File: src/rtl/octree_mem_pkg.sv
// Shared types and constants for the octree main-memory SRAM arbiter.
// Latency: n/a (declarations only).
// Backpressure: n/a (declarations only).
package octree_mem_pkg;

    // Arbitration policy selector
    typedef enum logic {
        ARB_FIXED = 1'b0,
        ARB_RR    = 1'b1
    } arb_mode_e;

    // Lock FSM: IDLE arbitrates, GRANT owns the SRAM port until release
    typedef enum logic {
        IDLE  = 1'b0,
        GRANT = 1'b1
    } arb_state_e;

    // Requester-index width for the default three-requester build
    localparam int DEFAULT_NUM_REQ = 3;
    localparam int REQ_ID_W        = $clog2(DEFAULT_NUM_REQ);

    // Index width for an arbitrary requester count, never narrower than one bit
    function automatic int req_id_width(input int num_req);
        return (num_req > 1) ? $clog2(num_req) : 1;
    endfunction

    // SRAM pin values driven on cycles with no accepted beat
    localparam logic SRAM_CEN_IDLE   = 1'b1;
    localparam logic SRAM_GWEN_IDLE  = 1'b1;
    localparam logic SRAM_GWEN_WRITE = 1'b0;

endpackage

File: src/rtl/octree_rr_arbiter.sv
// Picks one requester, searching upward from ptr and wrapping at NUM_REQ-1.
// Latency: purely combinational.
// Backpressure: none; caller decides when the winner is taken.
module octree_rr_arbiter
    import octree_mem_pkg::*;
#(
    parameter  int NUM_REQ = 3,
    localparam int ID_W    = req_id_width(NUM_REQ)
) (
    input  logic [NUM_REQ-1:0] req,
    input  logic [ID_W-1:0]    ptr,
    output logic [NUM_REQ-1:0] grant_oh,
    output logic [ID_W-1:0]    grant_idx,
    output logic               any_req
);

    logic found;
    int   slot;

    // First set request at or after ptr (mod NUM_REQ) wins; ptr=0 gives fixed priority
    always_comb begin
        grant_oh  = '0;
        grant_idx = '0;
        found     = 1'b0;
        slot      = 0;
        for (int i = 0; i < NUM_REQ; i++) begin
            slot = int'(ptr) + i;
            if (slot >= NUM_REQ) begin
                slot = slot - NUM_REQ;
            end
            if (!found && req[slot]) begin
                found          = 1'b1;
                grant_oh[slot] = 1'b1;
                grant_idx      = ID_W'(slot);
            end
        end
    end

    assign any_req = |req;

endmodule

File: src/rtl/octree_mem_arbiter.sv
// N-way locked-burst arbiter for the octree engine's single main-memory SRAM port.
// Latency: 1-cycle arbitration bubble, then beats pass straight to SRAM; read data returns READ_LATENCY cycles after its beat.
// Backpressure: only the lock owner sees req_ready; others wait, owner may stall with idle cycles while holding the lock.
module octree_mem_arbiter
    import octree_mem_pkg::*;
#(
    parameter  int NUM_REQ        = 3,
    parameter  int ADDR_BUS_WIDTH = 64,
    parameter  int DATA_BUS_WIDTH = 64,
    parameter  int MAX_BURST      = 9,
    parameter  int READ_LATENCY   = 1,
    parameter  int ARB_MODE       = 0,
    localparam int ID_W           = req_id_width(NUM_REQ)
) (
    input  logic                                    clk,
    input  logic                                    rst,
    input  logic [NUM_REQ-1:0]                      req_valid,
    input  logic [NUM_REQ-1:0]                      req_last,
    input  logic [NUM_REQ-1:0]                      req_gwen,
    input  logic [NUM_REQ-1:0][ADDR_BUS_WIDTH-1:0]  req_addr,
    input  logic [NUM_REQ-1:0][DATA_BUS_WIDTH-1:0]  req_wdata,
    output logic [NUM_REQ-1:0]                      req_ready,
    output logic [NUM_REQ-1:0]                      rsp_valid,
    output logic [DATA_BUS_WIDTH-1:0]               rsp_rdata,
    output logic [ID_W-1:0]                         grant_id,
    output logic                                    busy,
    output logic                                    burst_err,
    output logic                                    sram_CEN,
    output logic [ADDR_BUS_WIDTH-1:0]               sram_A,
    output logic [DATA_BUS_WIDTH-1:0]               sram_D,
    output logic                                    sram_GWEN,
    input  logic [DATA_BUS_WIDTH-1:0]               sram_Q
);

    localparam int CNT_W = $clog2(MAX_BURST + 1);

    // Tag carried alongside each read beat until its data comes back
    typedef struct packed {
        logic            vld;
        logic [ID_W-1:0] id;
    } rd_tag_t;

    arb_state_e                state;
    logic [CNT_W-1:0]          beat_cnt;
    logic [NUM_REQ-1:0]        grant_oh_q;
    logic [ID_W-1:0]           rr_ptr;
    logic [ID_W-1:0]           arb_ptr;
    logic [ID_W-1:0]           next_ptr;
    logic [NUM_REQ-1:0]        win_oh;
    logic [ID_W-1:0]           win_idx;
    logic                      any_req;
    logic                      fire;
    logic                      fire_last;
    logic                      cap_hit;
    logic                      release_lock;
    rd_tag_t                   rd_push;
    rd_tag_t                   rd_out;
    rd_tag_t [READ_LATENCY-1:0] rd_pipe;
    logic [DATA_BUS_WIDTH-1:0] rdata_hold;

    // Fixed priority always searches from requester 0
    assign arb_ptr = (ARB_MODE == int'(ARB_RR)) ? rr_ptr : '0;

    octree_rr_arbiter #(
        .NUM_REQ (NUM_REQ)
    ) u_arb (
        .req       (req_valid),
        .ptr       (arb_ptr),
        .grant_oh  (win_oh),
        .grant_idx (win_idx),
        .any_req   (any_req)
    );

    // Pointer moves just past the winner, wrapping at NUM_REQ-1 even for non-power-of-two counts
    assign next_ptr = (win_idx == ID_W'(NUM_REQ - 1)) ? '0 : win_idx + 1'b1;

    // grant_oh_q is cleared whenever the lock is not held, so it doubles as the ready vector
    assign req_ready    = grant_oh_q;
    assign fire         = |(req_valid & req_ready);
    assign fire_last    = req_last[grant_id];
    assign cap_hit      = (beat_cnt == CNT_W'(MAX_BURST - 1));
    assign release_lock = fire & (fire_last | cap_hit);

    // Lock FSM with beat counter, round-robin pointer and sticky overrun flag
    always_ff @(posedge clk or posedge rst) begin
        if (rst) begin
            state      <= IDLE;
            busy       <= 1'b0;
            grant_id   <= '0;
            grant_oh_q <= '0;
            beat_cnt   <= '0;
            rr_ptr     <= '0;
            burst_err  <= 1'b0;
        end else begin
            case (state)
                IDLE: begin
                    if (any_req) begin
                        state      <= GRANT;
                        busy       <= 1'b1;
                        grant_id   <= win_idx;
                        grant_oh_q <= win_oh;
                        beat_cnt   <= '0;
                        rr_ptr     <= next_ptr;
                    end
                end
                GRANT: begin
                    if (fire) begin
                        if (release_lock) begin
                            state      <= IDLE;
                            busy       <= 1'b0;
                            grant_oh_q <= '0;
                            beat_cnt   <= '0;
                            if (!fire_last) begin
                                burst_err <= 1'b1;
                            end
                        end else begin
                            beat_cnt <= beat_cnt + 1'b1;
                        end
                    end
                end
                default: state <= IDLE;
            endcase
        end
    end

    // Owner's beat goes straight to the SRAM pins; pins park at idle values otherwise
    always_comb begin
        sram_CEN  = SRAM_CEN_IDLE;
        sram_GWEN = SRAM_GWEN_IDLE;
        sram_A    = '0;
        sram_D    = '0;
        if (fire) begin
            sram_CEN  = 1'b0;
            sram_GWEN = req_gwen[grant_id];
            sram_A    = req_addr[grant_id];
            sram_D    = req_wdata[grant_id];
        end
    end

    assign rd_push = '{vld: fire & (req_gwen[grant_id] != SRAM_GWEN_WRITE), id: grant_id};
    assign rd_out  = rd_pipe[READ_LATENCY-1];

    // Tag shift pipe matched to SRAM read latency; later grant changes cannot retag in-flight reads
    always_ff @(posedge clk or posedge rst) begin
        if (rst) begin
            rd_pipe <= '0;
        end else begin
            for (int i = READ_LATENCY - 1; i > 0; i--) begin
                rd_pipe[i] <= rd_pipe[i-1];
            end
            rd_pipe[0] <= rd_push;
        end
    end

    // Last returned word is held so rsp_rdata stays stable between responses
    always_ff @(posedge clk or posedge rst) begin
        if (rst) begin
            rdata_hold <= '0;
        end else if (rd_out.vld) begin
            rdata_hold <= sram_Q;
        end
    end

    // Steer the returning word to the requester named in its tag
    always_comb begin
        rsp_valid = '0;
        if (rd_out.vld) begin
            rsp_valid[rd_out.id] = 1'b1;
        end
    end

    assign rsp_rdata = rd_out.vld ? sram_Q : rdata_hold;

endmodule
File: config.mk
export PLATFORM = sky130hd
export DESIGN_NAME = octree_mem_arbiter
export DESIGN_NICKNAME = d
export VERILOG_FILES = /design/src/rtl/octree_mem_pkg.sv /design/src/rtl/octree_rr_arbiter.sv /design/src/rtl/octree_mem_arbiter.sv
export SDC_FILE = /design/constraint.sdc
export NUM_CORES = 1
export LEC_CHECK = 0
export ABC_CLOCK_PERIOD_IN_PS = 3000
export CORE_AREA = 4 4 257 259
export DETAILED_ROUTE_END_ITERATION = 6
export DIE_AREA = 0 0 261 263
export MAX_ROUTING_LAYER = met4
export REMOVE_ABC_BUFFERS = 1
export SYNTH_ARGS = -nofsm -noshare
export SYNTH_HDL_FRONTEND = slang
export SYNTH_SLANG_ARGS = --single-unit
File: constraint.sdc
create_clock -name clk -period 3 [get_ports clk]
set_input_delay 0.45 -clock clk [delete_from_list [all_inputs] [get_ports clk]]
set_output_delay 0.45 -clock clk [all_outputs]
set_load 0.1 [all_outputs]
==> Slide: Implementation Results, run 1 <==
Physical Implementation Snapshot

Status
  • Status: finished clean

Setup path
  • R2R Setup Slk: roughly 0.58 ns
  • Data required time of the worst path: around 2.6 ns
  • Count of buffer and inverter cells on the critical path: 4
  • CP Max Fanout: 26
  • Crit Path Category: in2out
  • Launching instance or port of the critical path: req_valid[1]
  • Worst R2R Path Depth: 6
  • Arrival time of data at the critical path endpoint: about 2.4 ns

Yosys
  • Top cells by count: 263 x nor2_1, 130 x a21oi_1, 130 x mux2i_1, 79 x dfrtp_1, 64 x mux2_2
  • Proportion of synthesized area in mux cells: about a third
  • Number of register bits inferred by synthesis: slightly below 80
  • Register share after synthesis: 31.3%
  • Synthesized-area fraction occupied by adder cells: less than 1%
  • Top non-seq family: multiplexers
  • Number of flops mapped to enable cells by yosys: 0
  • Yosys top cell by instances: nor2_1
  • Post-synthesis xor/xnor area fraction: less than 1%

Final layout
  • Sequential Area: between 1500 and 2000 um2
  • Area Overhead vs Synth: 148%
  • Antenna Diode Count: 6
  • Sequential portion of the cell area: between 10% and 20%
  • Count of nets after finishing: around 1900
  • Final core utilization: 24.5%
  • Fin cells: between 2000 and 2500
  • Comb. cell area: 3950 um2

Drt
  • Routed length on met1: roughly 18000 um
  • Residual DRC: 0

Global route
  • Number of antenna violations at the first check in global routing: 13
  • Largest net degree at the start of global routing: 93

Clocking
  • Post-CTS Resized: 1
  • Clock root buffer master: clkbuf_16
  • Post-CTS Hold Buffers: 0

STA
  • Unrepaired setup endpoints after global routing: false
  • Setup slack of the critical path after layout: about 0.12 ns
  • Relative slew slack: 61.2%
  • Max-slew violation count: 0

Flow run
  • Tool Warnings: 26

Die
  • Number of well taps: roughly 860
  • Pre-Place Util: 9.89%

Placed design
  • Inst Count DP: 2281
  • Tally of buffers added on design ports: 662
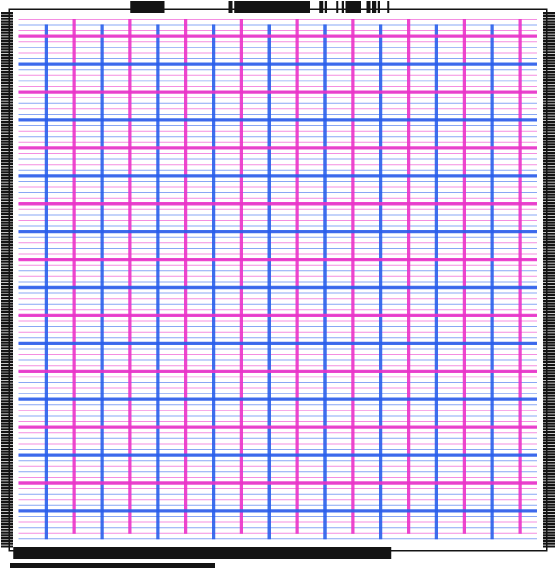
run_1/power_grid.png
Scale bar: 100 um. Pins as bars on the die edge.
[blue] VSS
[magenta] VDD
rows: 93
met4 straps: 18
signal pins: 663
met5 straps: 18
Placeable Area: 63900 um2
Die Y-Extent: 263 um
width of the die: 261 um

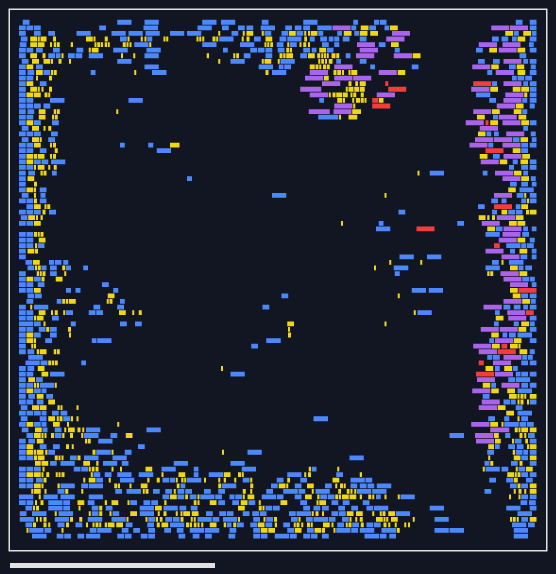
run_1/placement_by_type.png
Scale bar: 100 um.
[blue] other buffers and delay cells | cells: 718 | share of their area: 57%
[red] clock drivers and dummy loads | cells: 16 | share of their area: 1.9%
[yellow] combinational and other logic | cells: 635 | share of their area: 27%
[purple] flops | cells: 79 | share of their area: 14%

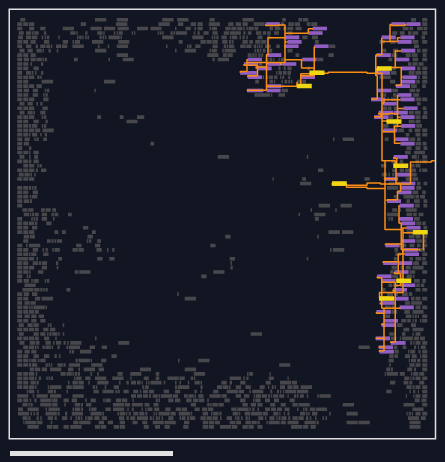
run_1/clk_routes.png
Scale bar: 100 um.
[yellow] clock drivers | count: 9
[purple] flip-flops | count: 79
[orange] clock wires | length: 1140 um
routed clock nets: 10

run_1/wires.png
Only two layers are drawn.
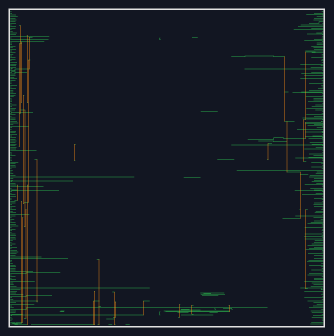

==> run 2: changes to the inputs <==
- ABC_AREA: not set -> 1
- CORE_AREA: 4 4 257 259 -> 4 4 256 258
- DIE_AREA: 0 0 261 263 -> 0 0 260 262
- TNS_END_PERCENT: not set -> 1
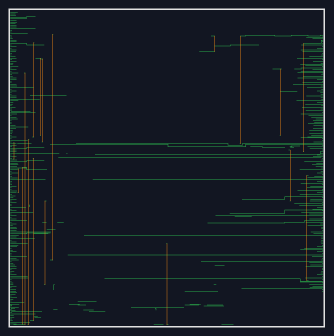
run_2/wires.png
Only two layers are drawn.
[green] metal 3 | wire length: 4990 um
[orange] metal 4 | wire length: 1570 um
gr usage total: 18.0%
via count of the routed design: 9787
WL per Instance: 24.3 um
detailed-route wire length: 63200 um

==> Slide: Implementation Results, run 2 <==
Physical Implementation Snapshot

Status
  • Status: finished clean

Flow run
  • Tool Warnings: 27 (+3.8%)

Global route
  • Largest net degree at the start of global routing: 55 (-41%)

Placed design
  • Inst Count DP: 2574 (+13%)

Yosys
  • Synthesized-area fraction occupied by adder cells: 0.399% (+0.0028 points)
  • Register share after synthesis: 31.5% (+0.22 points)
  • Number of flops mapped to enable cells by yosys: 0 (unchanged)
  • Number of register bits inferred by synthesis: 79 (unchanged)
  • Proportion of synthesized area in mux cells: 0% (-32 points)
  • Top non-seq family: simple AND/OR/NAND/NOR gates

Setup path
  • R2R Setup Slk: 1.00 ns (+0.42 ns)
  • Crit Path Category: in2out
  • Count of buffer and inverter cells on the critical path: 4 (unchanged)
  • Data required time of the worst path: 2.55 ns (about the same)

Final layout
  • Sequential portion of the cell area: 12.2% (-0.46 points)
  • Count of nets after finishing: 2201 (+16%)
  • Fin cells: 2597 (+12%)
  • Antenna Diode Count: 6 (unchanged)
  • Area Overhead vs Synth: 159%
  • Final core utilization: 25.8% (+1.3 points)
  • Comb. cell area: 3820 um2 (-3.3%)

STA
  • Setup slack of the critical path after layout: 0.120 ns (-0.000859 ns)
  • Max-slew violation count: 0 (unchanged)

Clocking
  • Clock root buffer master: clkbuf_16
  • Post-CTS Resized: 14 (+13)

Drt
  • Routed length on met1: 26500 um (+49%)
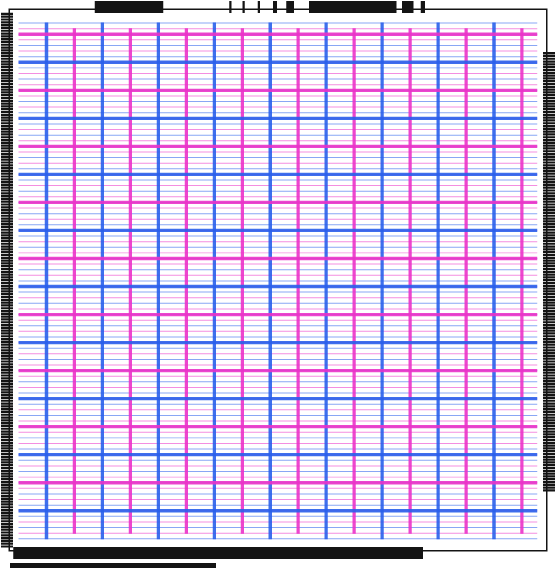
run_2/power_grid.png
Scale bar: 100 um. Pins as bars on the die edge.
[blue] VSS
[magenta] VDD
rows: 92
met4 straps: 18
met5 straps: 18
met1 rails: 93
width of the die: 260 um
Placeable Area: 63000 um2

run_2/placement_by_type.png
Scale bar: 100 um.
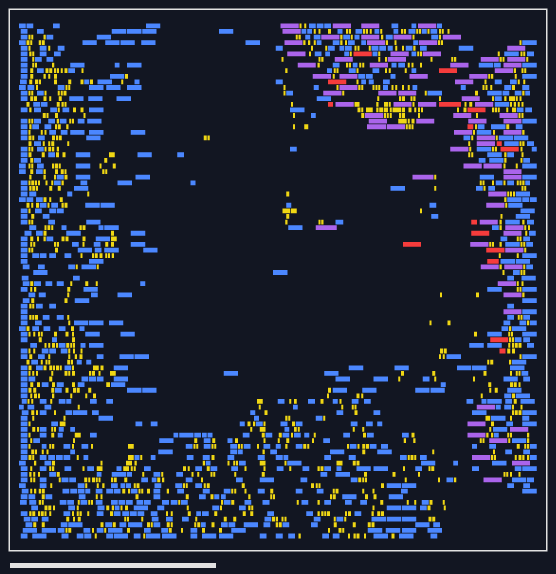

==> run 3: changes to the inputs <==
- RECOVER_POWER: not set -> 50
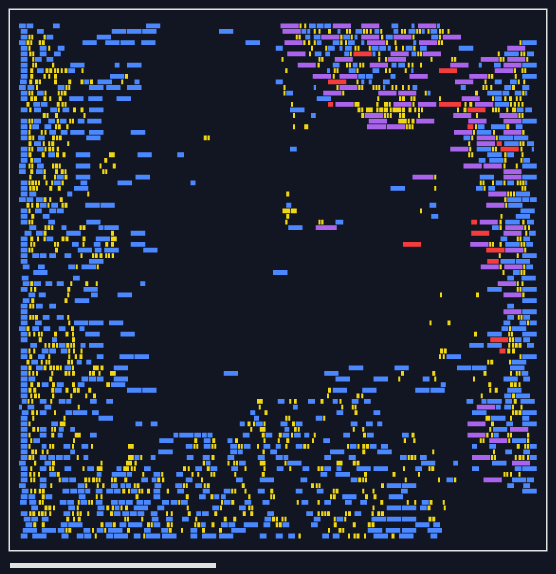
run_3/placement_by_type.png
Scale bar: 100 um.
[blue] other buffers and delay cells | cells: 738 | share of their area: 59%
[yellow] combinational and other logic | cells: 912 | share of their area: 26%
[red] clock drivers and dummy loads | cells: 16 | share of their area: 2.1%
[purple] flops | cells: 79 | share of their area: 13%

==> Slide: Implementation Results, run 3 <==
Physical Implementation Snapshot

Drt
  • Routed length on met1: 26500 um (about the same)
  • Remaining number of nets flagged by the antenna check after routing: 0
  • Detailed-route wire length: 63200 um (about the same)
  • Via count of the routed design: 9839 (+0.53%)
  • WL per Instance: 24.3 um (+0.12%)
  • Met3 Wirelength: ~5000 um

Setup path
  • R2R Setup Slk: 0.95 ns (-0.05 ns)
  • Crit Path Category: in2out
  • Count of buffer and inverter cells on the critical path: 5 (+1)
  • Data required time of the worst path: 2.55 ns (about the same)

Final layout
  • Fin cells: 2596 (-0.039%)
  • Antenna Diode Count: 5 (-1)
  • Sequential portion of the cell area: 12.3% (+0.073 points)
  • Final core utilization: 25.7% (-0.15 points)
  • Count of nets after finishing: 2201 (unchanged)
  • Non-Clock Inverter Count: 15
  • Area Overhead vs Synth: 158%
  • Comb. cell area: 3820 um2 (about the same)

STA
  • Relative slew slack: -17.3%
  • Unrepaired setup endpoints after global routing: true
  • Setup slack of the critical path after layout: 0.134 ns (+0.0135 ns)
  • Max-slew violation count: 11 (+11)

Yosys
  • Register share after synthesis: 31.5% (unchanged)
  • Proportion of synthesized area in mux cells: 0% (unchanged)
  • Count of mapped cells out of synthesis: ~1100
  • Synthesized-area fraction occupied by adder cells: 0.399% (unchanged)
  • Share of synthesized cell area in and-or and or-and compound cells: roughly a fifth
  • Number of flops mapped to enable cells by yosys: 0 (unchanged)
  • Number of register bits inferred by synthesis: 79 (unchanged)

Die
  • Placeable Area: 63000 um2 (unchanged)

Clocking
  • Post-CTS Resized: 14 (unchanged)
  • Clock root buffer master: clkbuf_16
  • Post-CTS Hold Buffers: 0

Status
  • Status: finished with violations
  • Failing checks: capacitance limit, slew limit

Placed design
  • Tally of buffers added on design ports: 662
  • Inst Count DP: 2574 (unchanged)

Global route
  • Largest net degree at the start of global routing: 55 (unchanged)
  • Gr usage total: 18.0% (unchanged)

Worst hold path
  • Destination of the worst hold path: rdata_hold[45]$_DFF_PP0_

Flow run
  • Tool Warnings: 27 (unchanged)
  • Maximum Capacitance Violations: 1
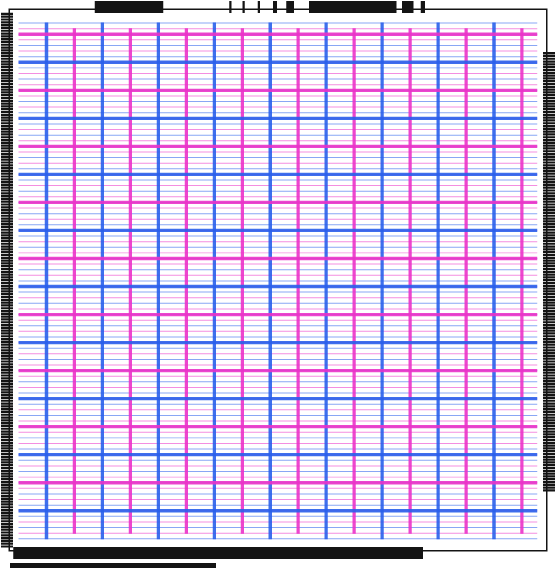
run_3/power_grid.png
Scale bar: 100 um. Pins as bars on the die edge.
[blue] VSS
[magenta] VDD
met1 rails: 93
met5 straps: 18
Die Y-Extent: 262 um


==> screenshots <==
Cell placement.
image #1
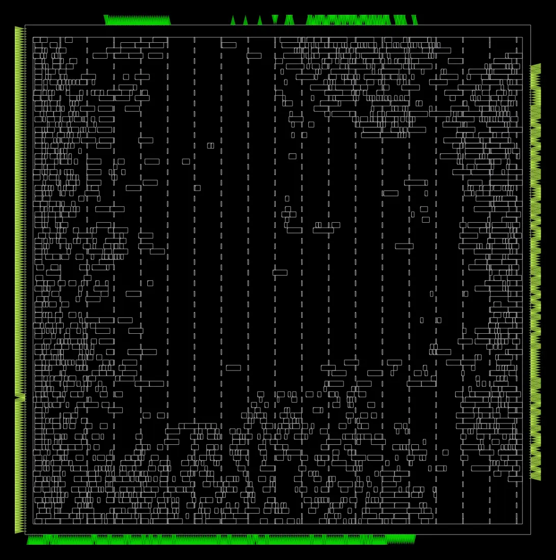
image #2
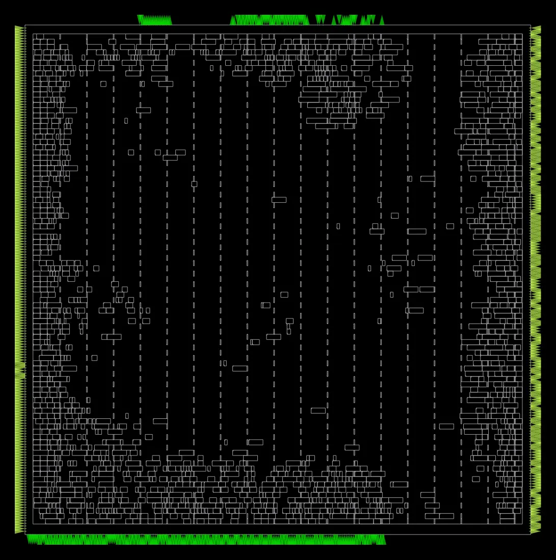
- run 1 = image #2
- run 3 = image #1

